run_1/placement_by_type.png
The bar under the picture is 100 um long. Fill, decap, tap and diode cells in grey.
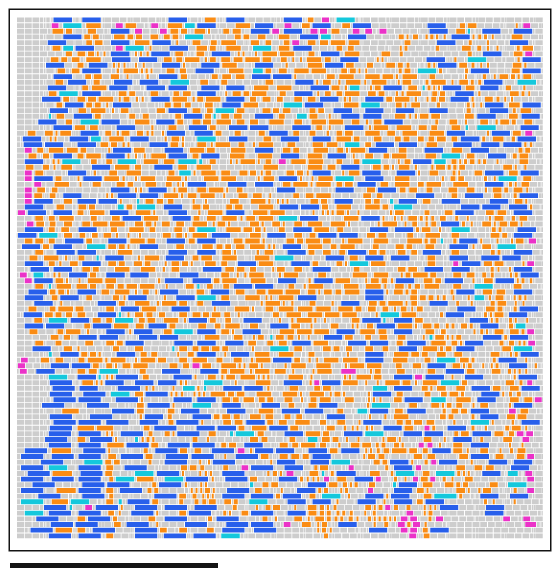
run_1/wires.png
The bar under the picture is 100 um long. Two of the layers only.
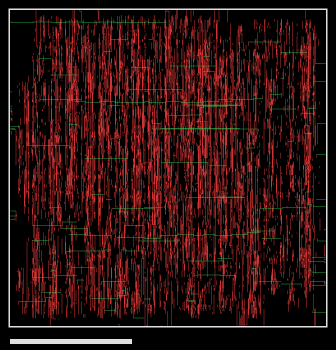
run_1/congestion.png
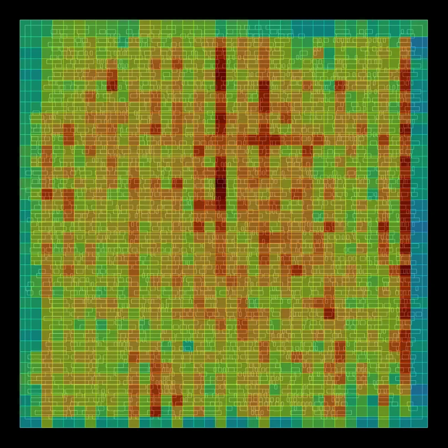
run_1/flops_by_reg.png
The bar under the picture is 100 um long. Other sequential cells in the stronger grey, the rest of the logic in the fainter grey.
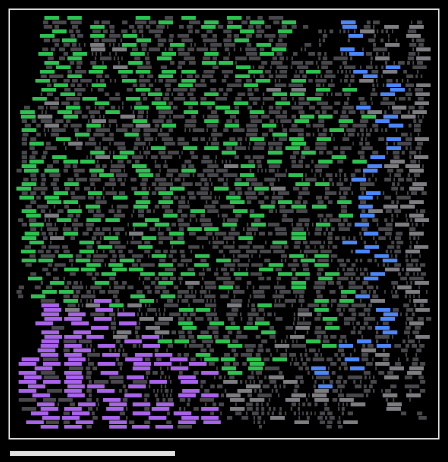
`config.mk`:
```
export PLATFORM = sky130hd
export DESIGN_NAME = bcnn_conv_multich_layer
export DESIGN_NICKNAME = d
export VERILOG_FILES = /design/src/rtl/bcnn_pkg.sv /design/src/rtl/bcnn_window_buffer.sv /design/src/rtl/bcnn_conv_multich_layer.sv
export SDC_FILE = /design/constraint.sdc
export NUM_CORES = 1
export LEC_CHECK = 0
export CELL_PAD_IN_SITES_DETAIL_PLACEMENT = 1
export CELL_PAD_IN_SITES_GLOBAL_PLACEMENT = 2
export CORE_MARGIN = 3
export CORE_UTILIZATION = 49
export CTS_CLUSTER_SIZE = 16
export DETAILED_ROUTE_END_ITERATION = 7
export PLACE_DENSITY_LB_ADDON = 0.1
export SLEW_MARGIN = 20
export SYNTH_ARGS = -nofsm -noshare
export SYNTH_HDL_FRONTEND = slang
export SYNTH_HIERARCHICAL = 1
export SYNTH_SLANG_ARGS = --single-unit
```
`constraint.sdc`:
```
create_clock -name clk -period 16.9 [get_ports clk]
set_input_delay 2.535 -clock clk [delete_from_list [all_inputs] [get_ports clk]]
set_output_delay 2.535 -clock clk [all_outputs]
set_load 0.1 [all_outputs]
```
`src/rtl/bcnn_pkg.sv`:
```
// Shared types and helpers for the binary convolution layer: FSM states,
// popcount width and the window bit-index mapping.
package bcnn_pkg;

    typedef enum logic [1:0] {
        ST_IDLE  = 2'd0,
        ST_RUN   = 2'd1,
        ST_DRAIN = 2'd2
    } state_e;

    // Bits needed to hold a popcount of n bits (0..n inclusive).
    function automatic int popcnt_width(input int n);
        return $clog2(n + 1);
    endfunction

    // Row r = 0 is the oldest row, column c = 0 the leftmost column.
    function automatic int win_index(input int r, input int c, input int ch,
                                     input int k, input int c_in);
        return (r * k + c) * c_in + ch;
    endfunction

endpackage

```
`src/rtl/bcnn_window_buffer.sv`:
```
// K-1 line buffers plus a KxK shift window of C_IN-bit pixels; the window
// register is pipeline stage S1 and holds while stalled.
module bcnn_window_buffer
    import bcnn_pkg::*;
#(
    parameter int IMG_WIDTH   = 13,
    parameter int KERNEL_SIZE = 3,
    parameter int C_IN        = 4,
    localparam int COL_W      = $clog2(IMG_WIDTH),
    localparam int WIN_BITS   = KERNEL_SIZE * KERNEL_SIZE * C_IN
) (
    input  logic                clk,
    input  logic                rst_n_i,
    input  logic                en_i,
    input  logic                stall_i,
    input  logic [COL_W-1:0]    col_i,
    input  logic [C_IN-1:0]     pix_i,
    input  logic                win_cond_i,
    input  logic                last_i,
    output logic [WIN_BITS-1:0] win_o,
    output logic                win_valid_o,
    output logic                win_last_o
);

    logic [C_IN-1:0] tap     [KERNEL_SIZE];
    logic [C_IN-1:0] line_rd [KERNEL_SIZE-1];
    logic [C_IN-1:0] win_q   [KERNEL_SIZE][KERNEL_SIZE];
    logic            win_valid_q;
    logic            win_last_q;

    assign tap[KERNEL_SIZE-1] = pix_i;

    genvar gi, gj;
    generate
        // Line 0 holds the previous row; each later line is fed from the one before.
        for (gi = 0; gi < KERNEL_SIZE - 1; gi++) begin : g_line
            logic [C_IN-1:0] mem [IMG_WIDTH];
            logic [C_IN-1:0] wr_data;

            assign line_rd[gi]             = mem[col_i];
            assign tap[KERNEL_SIZE-2-gi]   = line_rd[gi];

            if (gi == 0) begin : g_head
                assign wr_data = pix_i;
            end else begin : g_chain
                assign wr_data = line_rd[gi-1];
            end

            always_ff @(posedge clk) begin
                if (en_i) begin
                    mem[col_i] <= wr_data;
                end
            end
        end

        for (gi = 0; gi < KERNEL_SIZE; gi++) begin : g_row
            for (gj = 0; gj < KERNEL_SIZE; gj++) begin : g_col
                localparam int BIT_LO = win_index(gi, gj, 0, KERNEL_SIZE, C_IN);
                assign win_o[BIT_LO +: C_IN] = win_q[gi][gj];
            end
        end
    endgenerate

    always_ff @(posedge clk or negedge rst_n_i) begin
        if (!rst_n_i) begin
            for (int r = 0; r < KERNEL_SIZE; r++) begin
                for (int c = 0; c < KERNEL_SIZE; c++) begin
                    win_q[r][c] <= '0;
                end
            end
            win_valid_q <= 1'b0;
            win_last_q  <= 1'b0;
        end else if (!stall_i) begin
            win_valid_q <= en_i && win_cond_i;
            win_last_q  <= en_i && last_i;
            if (en_i) begin
                for (int r = 0; r < KERNEL_SIZE; r++) begin
                    for (int c = 0; c < KERNEL_SIZE - 1; c++) begin
                        win_q[r][c] <= win_q[r][c+1];
                    end
                    win_q[r][KERNEL_SIZE-1] <= tap[r];
                end
            end
        end
    end

    assign win_valid_o = win_valid_q;
    assign win_last_o  = win_last_q;

endmodule

```
`src/rtl/bcnn_conv_multich_layer.sv`:
```
// Streaming KxK binary conv layer, C_IN -> C_OUT channels, XNOR-popcount + threshold.
// Define BCNN_RAW_SUM_EN to expose the per-channel popcounts on sum_out.
module bcnn_conv_multich_layer
    import bcnn_pkg::*;
#(
    parameter int IMG_WIDTH   = 13,
    parameter int IMG_HEIGHT  = 13,
    parameter int KERNEL_SIZE = 3,
    parameter int C_IN        = 4,
    parameter int C_OUT       = 8,
    parameter int SUM_WIDTH   = popcnt_width(KERNEL_SIZE * KERNEL_SIZE * C_IN),
    localparam int ADDR_W     = (C_OUT > 1) ? $clog2(C_OUT) : 1,
    localparam int WIN_BITS   = KERNEL_SIZE * KERNEL_SIZE * C_IN
) (
    input  logic                 clk,
    input  logic                 reset,
    input  logic                 cfg_we,
    input  logic [ADDR_W-1:0]    cfg_addr,
    input  logic [WIN_BITS-1:0]  cfg_weight,
    input  logic [SUM_WIDTH-1:0] cfg_thresh,
    output logic                 cfg_err,
    input  logic [C_IN-1:0]      pixel_in,
    input  logic                 valid_in,
    output logic                 pixel_ready,
    output logic [C_OUT-1:0]     act_out,
    output logic                 valid_out,
    input  logic                 out_ready,
    output logic                 out_last
`ifdef BCNN_RAW_SUM_EN
    ,
    output logic [C_OUT*SUM_WIDTH-1:0] sum_out
`endif
);

    localparam int COL_W = $clog2(IMG_WIDTH);
    localparam int ROW_W = $clog2(IMG_HEIGHT);
    localparam logic [COL_W-1:0] COL_LAST = COL_W'(IMG_WIDTH - 1);
    localparam logic [ROW_W-1:0] ROW_LAST = ROW_W'(IMG_HEIGHT - 1);
    localparam logic [COL_W-1:0] COL_K1   = COL_W'(KERNEL_SIZE - 1);
    localparam logic [ROW_W-1:0] ROW_K1   = ROW_W'(KERNEL_SIZE - 1);

    state_e                state_q;
    logic [ROW_W-1:0]      row_q;
    logic [COL_W-1:0]      col_q;
    logic                  cfg_err_q;
    logic [WIN_BITS-1:0]   weight_q [C_OUT];
    logic [SUM_WIDTH-1:0]  thresh_q [C_OUT];

    logic                  s2_valid_q, s2_last_q;
    logic                  valid_q, last_q;

    logic                  stall, accept, last_pix, win_cond;
    logic [WIN_BITS-1:0]   win;
    logic                  win_valid, win_last;

    assign stall       = valid_q && !out_ready;
    assign pixel_ready = !stall;
    assign accept      = valid_in && pixel_ready;
    assign last_pix    = (row_q == ROW_LAST) && (col_q == COL_LAST);
    assign win_cond    = (row_q >= ROW_K1) && (col_q >= COL_K1);

    bcnn_window_buffer #(
        .IMG_WIDTH   (IMG_WIDTH),
        .KERNEL_SIZE (KERNEL_SIZE),
        .C_IN        (C_IN)
    ) u_window (
        .clk         (clk),
        .rst_n_i     (reset),
        .en_i        (accept),
        .stall_i     (stall),
        .col_i       (col_q),
        .pix_i       (pixel_in),
        .win_cond_i  (win_cond),
        .last_i      (last_pix),
        .win_o       (win),
        .win_valid_o (win_valid),
        .win_last_o  (win_last)
    );

    always_ff @(posedge clk or negedge reset) begin
        if (!reset) begin
            state_q <= ST_IDLE;
            row_q   <= '0;
            col_q   <= '0;
        end else begin
            if (accept) begin
                if (col_q == COL_LAST) begin
                    col_q <= '0;
                    row_q <= (row_q == ROW_LAST) ? '0 : row_q + ROW_W'(1);
                end else begin
                    col_q <= col_q + COL_W'(1);
                end
            end
            case (state_q)
                ST_IDLE: if (accept) state_q <= ST_RUN;
                ST_RUN:  if (accept && last_pix) state_q <= ST_DRAIN;
                ST_DRAIN: begin
                    // A next frame already under way (this cycle or earlier) keeps us out of IDLE.
                    if (valid_q && out_ready && last_q) begin
                        state_q <= (accept || row_q != '0 || col_q != '0) ? ST_RUN : ST_IDLE;
                    end
                end
                default: state_q <= ST_IDLE;
            endcase
        end
    end

    always_ff @(posedge clk or negedge reset) begin
        if (!reset) begin
            cfg_err_q <= 1'b0;
            for (int o = 0; o < C_OUT; o++) begin
                weight_q[o] <= '0;
                thresh_q[o] <= '0;
            end
        end else begin
            cfg_err_q <= cfg_we && (state_q != ST_IDLE);
            if (cfg_we && state_q == ST_IDLE && int'(cfg_addr) < C_OUT) begin
                weight_q[cfg_addr] <= cfg_weight;
                thresh_q[cfg_addr] <= cfg_thresh;
            end
        end
    end

    always_ff @(posedge clk or negedge reset) begin
        if (!reset) begin
            s2_valid_q <= 1'b0;
            s2_last_q  <= 1'b0;
            valid_q    <= 1'b0;
            last_q     <= 1'b0;
        end else if (!stall) begin
            s2_valid_q <= win_valid;
            s2_last_q  <= win_valid && win_last;
            valid_q    <= s2_valid_q;
            last_q     <= s2_valid_q && s2_last_q;
        end
    end

    genvar gi;
    generate
        for (gi = 0; gi < C_OUT; gi++) begin : g_ch
            logic [WIN_BITS-1:0]  match;
            logic [SUM_WIDTH-1:0] sum_d;
            logic [SUM_WIDTH-1:0] sum_q;
            logic                 act_q;
`ifdef BCNN_RAW_SUM_EN
            logic [SUM_WIDTH-1:0] sum_out_q;
`endif

            always_comb begin
                match = ~(win ^ weight_q[gi]);
                sum_d = '0;
                for (int b = 0; b < WIN_BITS; b++) begin
                    sum_d = sum_d + SUM_WIDTH'(match[b]);
                end
            end

            always_ff @(posedge clk or negedge reset) begin
                if (!reset) begin
                    sum_q <= '0;
                    act_q <= 1'b0;
`ifdef BCNN_RAW_SUM_EN
                    sum_out_q <= '0;
`endif
                end else if (!stall) begin
                    if (win_valid) sum_q <= sum_d;
                    if (s2_valid_q) begin
                        act_q <= (sum_q >= thresh_q[gi]);
`ifdef BCNN_RAW_SUM_EN
                        sum_out_q <= sum_q;
`endif
                    end
                end
            end

            assign act_out[gi] = act_q;
`ifdef BCNN_RAW_SUM_EN
            assign sum_out[gi*SUM_WIDTH +: SUM_WIDTH] = sum_out_q;
`endif
        end
    endgenerate

    assign valid_out = valid_q;
    assign out_last  = last_q;
    assign cfg_err   = cfg_err_q;

endmodule
```
==> Changelog: implementation, run 1 <==
## Flow update

* Worst R2R End: g_ch[1].sum_q[4]$_DFFE_PN0P_
* Met3 wire length at 2110 um
* Combinational gate area at 0.0156 mm^2
* Vias per cell at 5.29
* Clock root cell: clkbuf_16
* Area grow syn2layout at 11.0%
* Critical-path cell list: clkdlybuf4s50_1, nand2b_1, clkdlybuf4s50_1
* Crit-path max FO at 9
* Max Clock Skew at 0.0182 ns
* Register share after synthesis at 45.4%
* Critical Path RT at 14.37 ns
* Critical path class: primary input to output port
* CP Depth at 3
* R2r startpoint: u_window/win_o[11]$_DFFE_PN0P_
* Area after DPL at 0.0327 mm^2
* Vias in the first global route at 20100
* Status: completed
* DRT antenna net count at 0
* Syn Area/Cell at 12.9 um^2
* GRT Util Overall at 24.4%
* CTS resizes at 0
* Share of cells above drive strength 1 at 19.6%
* Post-Synth Adder-Cell Area at 19.0%
* EDFF count, synth at 104
* Nets@finish at 2858
* Setup ws final at 9.84 ns
* Basic Gates by Area at 3.84%
* Non-filler instance count after layout at 3356
* Fin crit share at 41.8%
* Seq. cell area at 0.0143 mm^2
* Xor+xnor area frac at 8.57%
* CTS buffer count at 66
* Hold path depth at 2
* Peak Freq at 142 MHz
* FILL cells at 6193
* Post-CTS Repair Setup Buffers at 0
* Cell mode on critical path: clkdlybuf4s50_1
* I/O Buffers at 65
* RSZ-0062 raised after global routing: false
* IO Pins at 66
* Hpwl dp at 56900 um
* Grt ovf at 0
* Die area at 0.0671 mm^2
* Drt initial violations at 877
* Avg WL per Cell at 23.5 um
* TritonCTS clock tree: yes
* Clock transition at path regs at 0.06 ns
* Core area at 0.0632 mm^2
* CP max stage cell: clkdlybuf4s50_1
* Synth Register Bits at 549
* Post-route cell area at 0.0348 mm^2
* Final Hold Viols at 0
* Dpl ws at 9.83 ns
* Worst setup path start: out_ready
* Main area contributors after synthesis: dfrtp_1, fa_1, mux2_2
* Final TNS setup at 0 ns
* DRC viols at 0
* Asr flop ratio synth at 81.1%
* Dominant kind of combinational cell: adder cells
* Max FFs per register at 288
* Mux frac, synth at 14.6%
* Dpl cells at 3240
* Routed WL at 78700 um
* Largest delay contributor family on the critical path: buffers and inverters
* Critical Path AT at 4.53 ns
* Yosys top cell by instances: dfrtp_1
* Initial antenna violation count at 1
* Metal-1 WL at 36800 um
* Reg2Reg Setup Slack at 11.13 ns
* Synth cell count leaders: dfrtp_1, mux2_2, inv_1
* DR vias at 17800
* First-pass GRT wire length at 123000 um
* Tool warning count at 32
* Aoi share at 3.39%
* Most frequent cells in the layout: dfrtp_1, mux2_2, inv_1, fa_1, nand2_1
* CTS HTree Levels at 3
* FP Core Util at 49.7%
* Max Root-Sink Buffers at 3
* GP Congestion at 0.800
* Hold path startpoint: s2_last_q$_DFFE_PN0N_
* Met2 routed wirelength at 38200 um
* # hold bufs at CTS at 0
* Reg2Reg Depth at 15
* Worst Hold Class: register to register
* Die Y at 259 um
* Hold endpoint: s2_last_q$_DFFE_PN0N_
* DIE WIDTH at 259 um
* Syn. warnings at 6
* # rows at 92
* Pin count of the biggest net entering global routing at 158
* Ys cells at 2427
* Max-slew violations at 0
* CP endpoint: pixel_ready
* WHS at 0.474 ns
* Synthesized Nets at 2823
* Skew-Pair Late Insertion Delay at 0.61 ns
* Final setup vio count at 0
* Post-synth top area cell: dfrtp_1
* Top cell area share at 35.5%
* YS chip area at 0.0314 mm^2
* Clock sinks at 549
* Relative slew slack at 23.5%
* Kind of end point of the critical path: output port
* Top sig layer: met4
* Unique masters post-synth at 53
* CP max stage delay at 1.21 ns
* Pre-antenna DRT Iters at 5
* Largest Register: weight_q
* Biggest registers after layout: weight_q: 288 flops, u_window/g_line.mem: 104 flops
* Critical Path Start Type: primary input
* Worst-Margin Slew at 1.15 ns
* Minimum clock period at 7.06 ns
* Cells after synthesis at 2427
* Most common logic cell in the routed design: dfrtp_1
* Synthesized cell area at 0.0314 mm^2
* Top FF cell, synth: dfrtp_1
* Max cap viols at 0
* Crit path buffers/inverters at 2
## Picture notes: placement_by_type.png
- orange: combinational and other logic (cells 1764; share of their area 49%)
- blue: sequential cells (cells 549; share of their area 42%)
- magenta: remaining buffers and delay cells (cells 81; share of their area 2.3%)
- cyan: clock drivers and dummy loads (cells 115; share of their area 6.3%)

## Picture notes: wires.png
- red: metal 2 (wire length 38.2 mm)
- green: metal 3 (wire length 2110 um)

## Picture notes: congestion.png
met3 Use GR: 3.17%
final core utilization: 55.1%
GR Util met1: 34.3%
GRT busiest layer: met2

## Picture notes: flops_by_reg.png
- green: weight_q (sequential cells 288)
- purple: u_window/g_line.mem (sequential cells 104; where south-west)
- blue: g_ch.sum_q (sequential cells 48; where a vertical strip on the right)

[run 1: cells by family (layout without fill, tap and decap cells)]
group,after synthesis,count (layout)
DFF,549,549
buffers and inverters,391,473
muxes,385,385
adders and majority gates,342,342
xor gates and xnor gates,307,307
and+or+nand+nor,281,281
AOI/OAI and AO/OA,172,172
other,0,1
[run 1: layer usage]
layer,up-vias,global-route usage (%)
li1,8008,-
met1,9419,34.3
met2,227,40.5
met3,103,3.17
met4,0,5.50
met5,-,0
[run 1: area by class of cell]
cell class                 count  share of cell area (%)
timing repair buffer          81                    2.26
tap                          846                    3.04
antenna                        1                 0.00719
clock buffer                  95                    5.43
multi-input combinational   1487                    44.7
clock inverter                20                   0.661
sequential                   549                    40.9
inverter                     277                    2.99
run_1/cell_density.png
26 x 26 tiles, from black (low) to pale yellow (high), 0 to 100% covered.
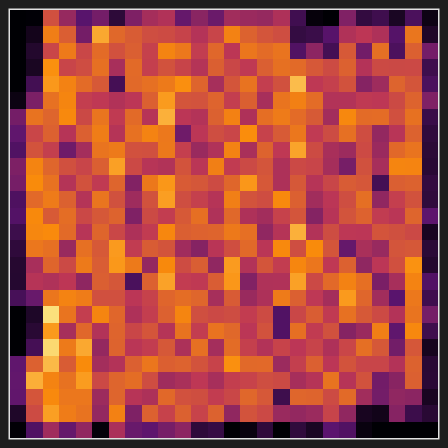

## Run 2: what changed since run 1
--- a/config.mk
+++ b/config.mk
@@ -8,7 +8,7 @@
 export CELL_PAD_IN_SITES_DETAIL_PLACEMENT = 1
 export CELL_PAD_IN_SITES_GLOBAL_PLACEMENT = 2
 export CORE_MARGIN = 3
-export CORE_UTILIZATION = 49
+export CORE_UTILIZATION = 41
 export CTS_CLUSTER_SIZE = 16
 export DETAILED_ROUTE_END_ITERATION = 7
 export PLACE_DENSITY_LB_ADDON = 0.1
==> constraint.sdc (replaced) <==
create_clock -name clk -period 6.3 [get_ports clk]
set_input_delay 0.945 -clock clk [delete_from_list [all_inputs] [get_ports clk]]
set_output_delay 0.945 -clock clk [all_outputs]
set_load 0.1 [all_outputs]
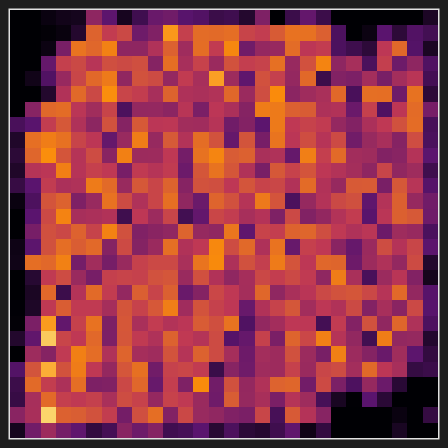
run_2/cell_density.png
28 x 28 tiles, from black (low) to pale yellow (high), 0 to 100% covered.
- nearly empty tiles: 5.7%
- mean over tiles: 42%
- tiles over 75% full: 1.0%
- fullest tile: 91%

==> Changelog: implementation, run 2 <==
## Flow update

* Reg2Reg Setup Slack at 0.53 ns
* Pin count of the biggest net entering global routing at 144
* Asr flop ratio synth at 81.1%
* Routed WL at 85700 um
* DIE WIDTH at 283 um
* Non-CTS buffers at 86
* Max FFs per register at 288
* Minimum clock period at 5.77 ns
* Clock root cell: clkbuf_16
* # diodes at 1
* Status: completed
* Critical Path AT at 6.23 ns
* Comb gates at 1487
* Worst R2R End: g_ch[5].sum_q[4]$_DFFE_PN0P_
* CTS buffer count at 68
* YS chip area at 0.0314 mm^2
* Dominant kind of combinational cell: adder cells
* DR vias at 17900
* FP Core Util at 41.8%
* Vias in the first global route at 19900
* Clock transition at path regs at 0.06 ns
* Biggest Area Class: combinational gates
* First-pass GRT wire length at 130000 um
* Skew-Pair Late Insertion Delay at 0.61 ns
* Pre-antenna DRT Iters at 4
* Kind of end point of the critical path: register
* TritonCTS clock tree: yes
* Avg WL per Cell at 24.6 um
* Tool warning count at 39
* Syn Area/Cell at 12.9 um^2
* Drt initial violations at 830
* DRC viols at 0
* Core area at 0.0751 mm^2
* Die area at 0.0799 mm^2
* Basic Gates by Area at 3.84%
* Inverters at 277
* Yosys top cell by instances: dfrtp_1
* Critical Path Start Type: register
* EDFF count, synth at 104
* Final Hold Viols at 0
* Synth Register Bits at 549
* GP Congestion at 0.799
* Grt ovf at 0
* Largest Register: weight_q
* Clk tree area frac at 6.09%
* # hold bufs at CTS at 0
* Non-clock buffer share at 2.39%
* Unique masters post-synth at 53
* Post-CTS Repair Setup Buffers at 0
* Aoi share at 3.39%
* Post-Synth Adder-Cell Area at 19.0%
* Area grow syn2layout at 11.7%
* Reg2Reg Depth at 17
* Crit path buffers/inverters at 4
* Biggest registers after layout: weight_q: 288 flops, u_window/g_line.mem: 104 flops
* Critical-path cell list: xor2_1, fa_1, inv_1, fa_1, inv_1, fa_1, fa_1, fa_1, inv_1, fa_1, ha_1, inv_1, fa_1, nand2b_1, a21oi_1, xor2_1, o21ai_0
* FILL cells at 7660
* Combinational gate area at 0.0156 mm^2
* Main area contributors after synthesis: dfrtp_1, fa_1, mux2_2
* CTS resizes at 0
* Synth cell count leaders: dfrtp_1, mux2_2, inv_1
* Tapcell Cnt at 969
* Share of cells above drive strength 1 at 19.7%
* IO Pins at 66
* CP endpoint: g_ch[5].sum_q[4]$_DFFE_PN0P_
* Critical path class: register to register
* DRT antenna net count at 0
* Largest delay contributor family on the critical path: adder cells
* Comb/total area at 44.4%
* Flop count at 549
* Clock buffers at 93
* Max Root-Sink Buffers at 3
* Most common logic cell in the routed design: dfrtp_1
* Die Y at 283 um
* R2r startpoint: u_window/win_o[11]$_DFFE_PN0P_
* Top cell area share at 35.5%
* Most frequent cells in the layout: dfrtp_1, mux2_2, inv_1, fa_1, nand2_1
* Mux frac, synth at 14.6%
* Final TNS setup at 0 ns
* Relative slew slack at 24.8%
* CTS HTree Levels at 3
* CP max stage cell: dfrtp_1
* Syn. warnings at 6
* Fin crit share at 91.6%
* Post-synth top area cell: dfrtp_1
* CP max stage delay at 0.74 ns
* Peak Freq at 173 MHz
* Max Clock Skew at 0.0209 ns
* Xor+xnor area frac at 8.57%
* Nets@finish at 2865
* Cell mode on critical path: fa_1
* Worst-Margin Slew at 1.12 ns
* Synthesized cell area at 0.0314 mm^2
* Initial antenna violation count at 3
* Ys cells at 2427
* RSZ-0062 raised after global routing: false
* Synthesized Nets at 2823
* Top FF cell, synth: dfrtp_1
* Worst Hold Class: primary input to asynchronous set/reset pin
* Clock sinks at 549
* Max cap viols at 0
* Critical Path RT at 6.75 ns
* Register share after synthesis at 45.4%
* Flop share of the area at 40.7%
* CP Depth at 17
* Seq. cell area at 0.0143 mm^2
* Max-slew violations at 0
* Cells after synthesis at 2427
* Final setup vio count at 0
* GRT Util Overall at 22.1%
* Vias per cell at 5.13
* Crit-path max FO at 10
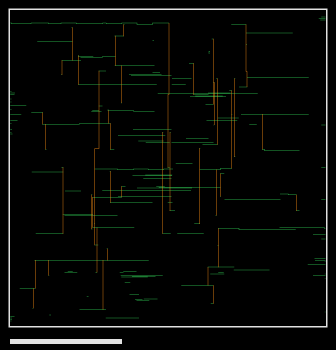
run_2/wires.png
The bar under the picture is 100 um long. Two of the layers only.
- green: metal 3 (wire length 2730 um)
- orange: metal 4 (wire length 1580 um)

## run 2: metrics by stage
stage | setup WS, ns | util, % | cell area, um^2 | cells | hold slack (ns)
4_1_cts | 0.469 | 46.7 | 35000 | 3490 | 0.432
6_report | 0.526 | 46.7 | 35000 | 3491 | 0.361
3_5_place_dp | 0.503 | 43.8 | 32900 | 3368 | 0.483
3_3_place_gp | 0.544 | 43.8 | 32900 | 3368 | 0.465
2_1_floorplan | 0.985 | - | 31400 | 2427 | 0.438
5_1_grt | 0.246 | 46.7 | 35000 | 3490 | 0.411
## run 2: routing by layer
layer  vias up  GRT usage (%)  share of wire (%)
met5         -              0              0.031
met4         4           5.08                1.8
met3        98           2.96                3.2
met2       237           36.7                 48
met1      9513           31.1                 47
li1       8048              -                  -
run_2/congestion.png
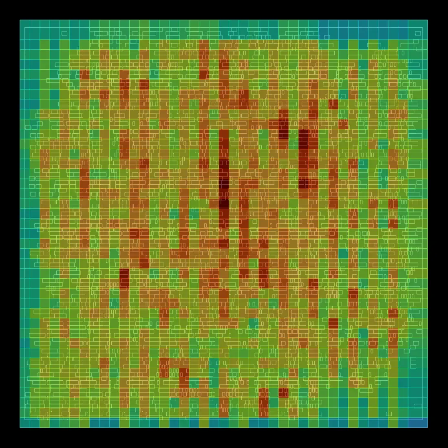

## Run 3: what changed since run 2
--- a/config.mk
+++ b/config.mk
@@ -7,6 +7,7 @@
 export LEC_CHECK = 0
 export CELL_PAD_IN_SITES_DETAIL_PLACEMENT = 1
 export CELL_PAD_IN_SITES_GLOBAL_PLACEMENT = 2
+export CORE_ASPECT_RATIO = 1.2
 export CORE_MARGIN = 3
 export CORE_UTILIZATION = 41
 export CTS_CLUSTER_SIZE = 16
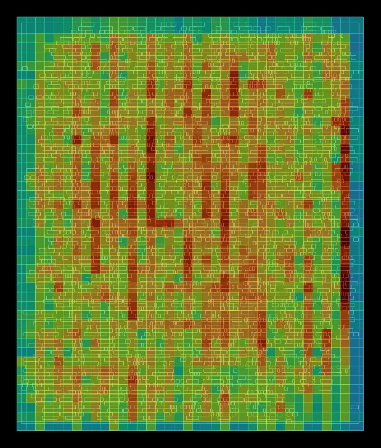
run_3/congestion.png
met3 Use GR: 2.71%
GRT Util Overall: 22.0%
met2 GRT Util: 38.6%
final core utilization: 46.7%

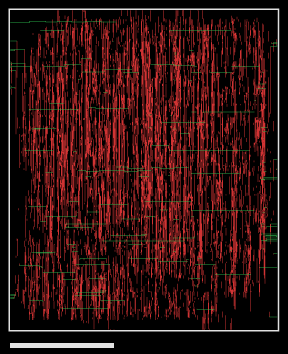
run_3/wires.png
The bar under the picture is 100 um long. Two of the layers only.
Avg WL per Cell: 24.2 um
DR vias: 17700
Routed WL: 85500 um

==> Changelog: implementation, run 3 <==
## Flow update

* Worst setup path start: u_window/win_o[1]$_DFFE_PN0P_
* Relative slew slack at 25.8%
* Worst Hold Class: primary input to asynchronous set/reset pin
* Register share after synthesis at 45.4%
* Top FF cell, synth: dfrtp_1
* CTS HTree Levels at 3
* DRC viols at 0
* Vias in the first global route at 20100
* Clock transition at path regs at 0.06 ns
* Syn Area/Cell at 12.9 um^2
* Kind of end point of the critical path: register
* Largest delay contributor family on the critical path: adder cells
* Status: completed
* Syn. warnings at 6
* DRT antenna net count at 0
* Clock buffers at 81
* Most common logic cell in the routed design: dfrtp_1
* Final setup vio count at 0
* Vias per cell at 5.03
* CP Depth at 15
* IO Pins at 66
* Asr flop ratio synth at 81.1%
* Nets@finish at 2862
* Max Root-Sink Buffers at 3
* Seq. cell area at 0.0143 mm^2
* Max Clock Skew at 0.0201 ns
* Peak Freq at 176 MHz
* Comb gates at 1487
* CTS buffer count at 66
* Non-filler instance count after layout at 3525
* Post-CTS Repair Setup Buffers at 0
* YS chip area at 0.0314 mm^2
* Die area at 0.0799 mm^2
* Crit path buffers/inverters at 2
* Dpl ws at 0.558 ns
* CP max stage cell: dfrtp_1
* Synth cell count leaders: dfrtp_1, mux2_2, inv_1
* Non-CTS buffers at 85
* Synthesized cell area at 0.0314 mm^2
* Die Y at 309 um
* Critical Path AT at 6.14 ns
* Area grow syn2layout at 12.3%
* RSZ-0062 raised after global routing: false
* Non-clock buffer share at 2.46%
* Comb/total area at 44.2%
* Reg2Reg Setup Slack at 0.63 ns
* Final Hold Viols at 0
* Ys cells at 2427
* Tapcell Cnt at 1008
* Drt initial violations at 814
* Cell mode on critical path: fa_1
* First-pass GRT wire length at 130000 um
* FP Core Util at 41.6%
* Max cap viols at 0
* Post-Synth Adder-Cell Area at 19.0%
* Worst-Margin Slew at 1.11 ns
* Minimum clock period at 5.67 ns
* Basic Gates by Area at 3.84%
* EDFF count, synth at 104
* Tool warning count at 36
* Share of cells above drive strength 1 at 20.0%
* Critical path class: register to register
* Setup ws final at 0.628 ns
* Crit-path max FO at 9
* Clock root cell: clkbuf_16
* Critical-path cell list: xnor2_1, fa_1, inv_1, fa_1, fa_1, fa_1, fa_1, fa_1, inv_1, ha_1, fa_1, a21o_1, a21oi_1, xor2_1, o21ai_0
* # diodes at 1
* Inverters at 277
* CP endpoint: g_ch[1].sum_q[4]$_DFFE_PN0P_
* Main area contributors after synthesis: dfrtp_1, fa_1, mux2_2
* Synthesized Nets at 2823
* Max-slew violations at 0
* Unique masters post-synth at 53
* DIE WIDTH at 259 um
* GP Congestion at 0.824
* Critical Path RT at 6.77 ns
* Fin crit share at 90.0%
* Pin count of the biggest net entering global routing at 164
* Worst R2R End: g_ch[1].sum_q[4]$_DFFE_PN0P_
* Combinational gate area at 0.0156 mm^2
* Most frequent cells in the layout: dfrtp_1, mux2_2, inv_1, fa_1, nand2_1
* Core area at 0.0754 mm^2
* I/O Buffers at 65
run 3: routing by layer:
metal  vias up  wire length (um)  global-route usage (%)
met5         -                 0                       0
met4         0              2380                    7.02
met3       106              2270                    2.71
met2       240             43500                    38.6
met1      9369             37300                    28.6
li1       8012                 -                       -
run 3: metrics by stage:
| stage | area [um^2] | util [%] |
|---|---|---|
| 6_report | 35200 | 46.7 |
| 5_1_grt | 35200 | 46.7 |
| 4_1_cts | 35200 | 46.6 |
| 3_5_place_dp | 32900 | 43.7 |
| 3_3_place_gp | 32900 | 43.7 |
| 2_1_floorplan | 31400 | - |
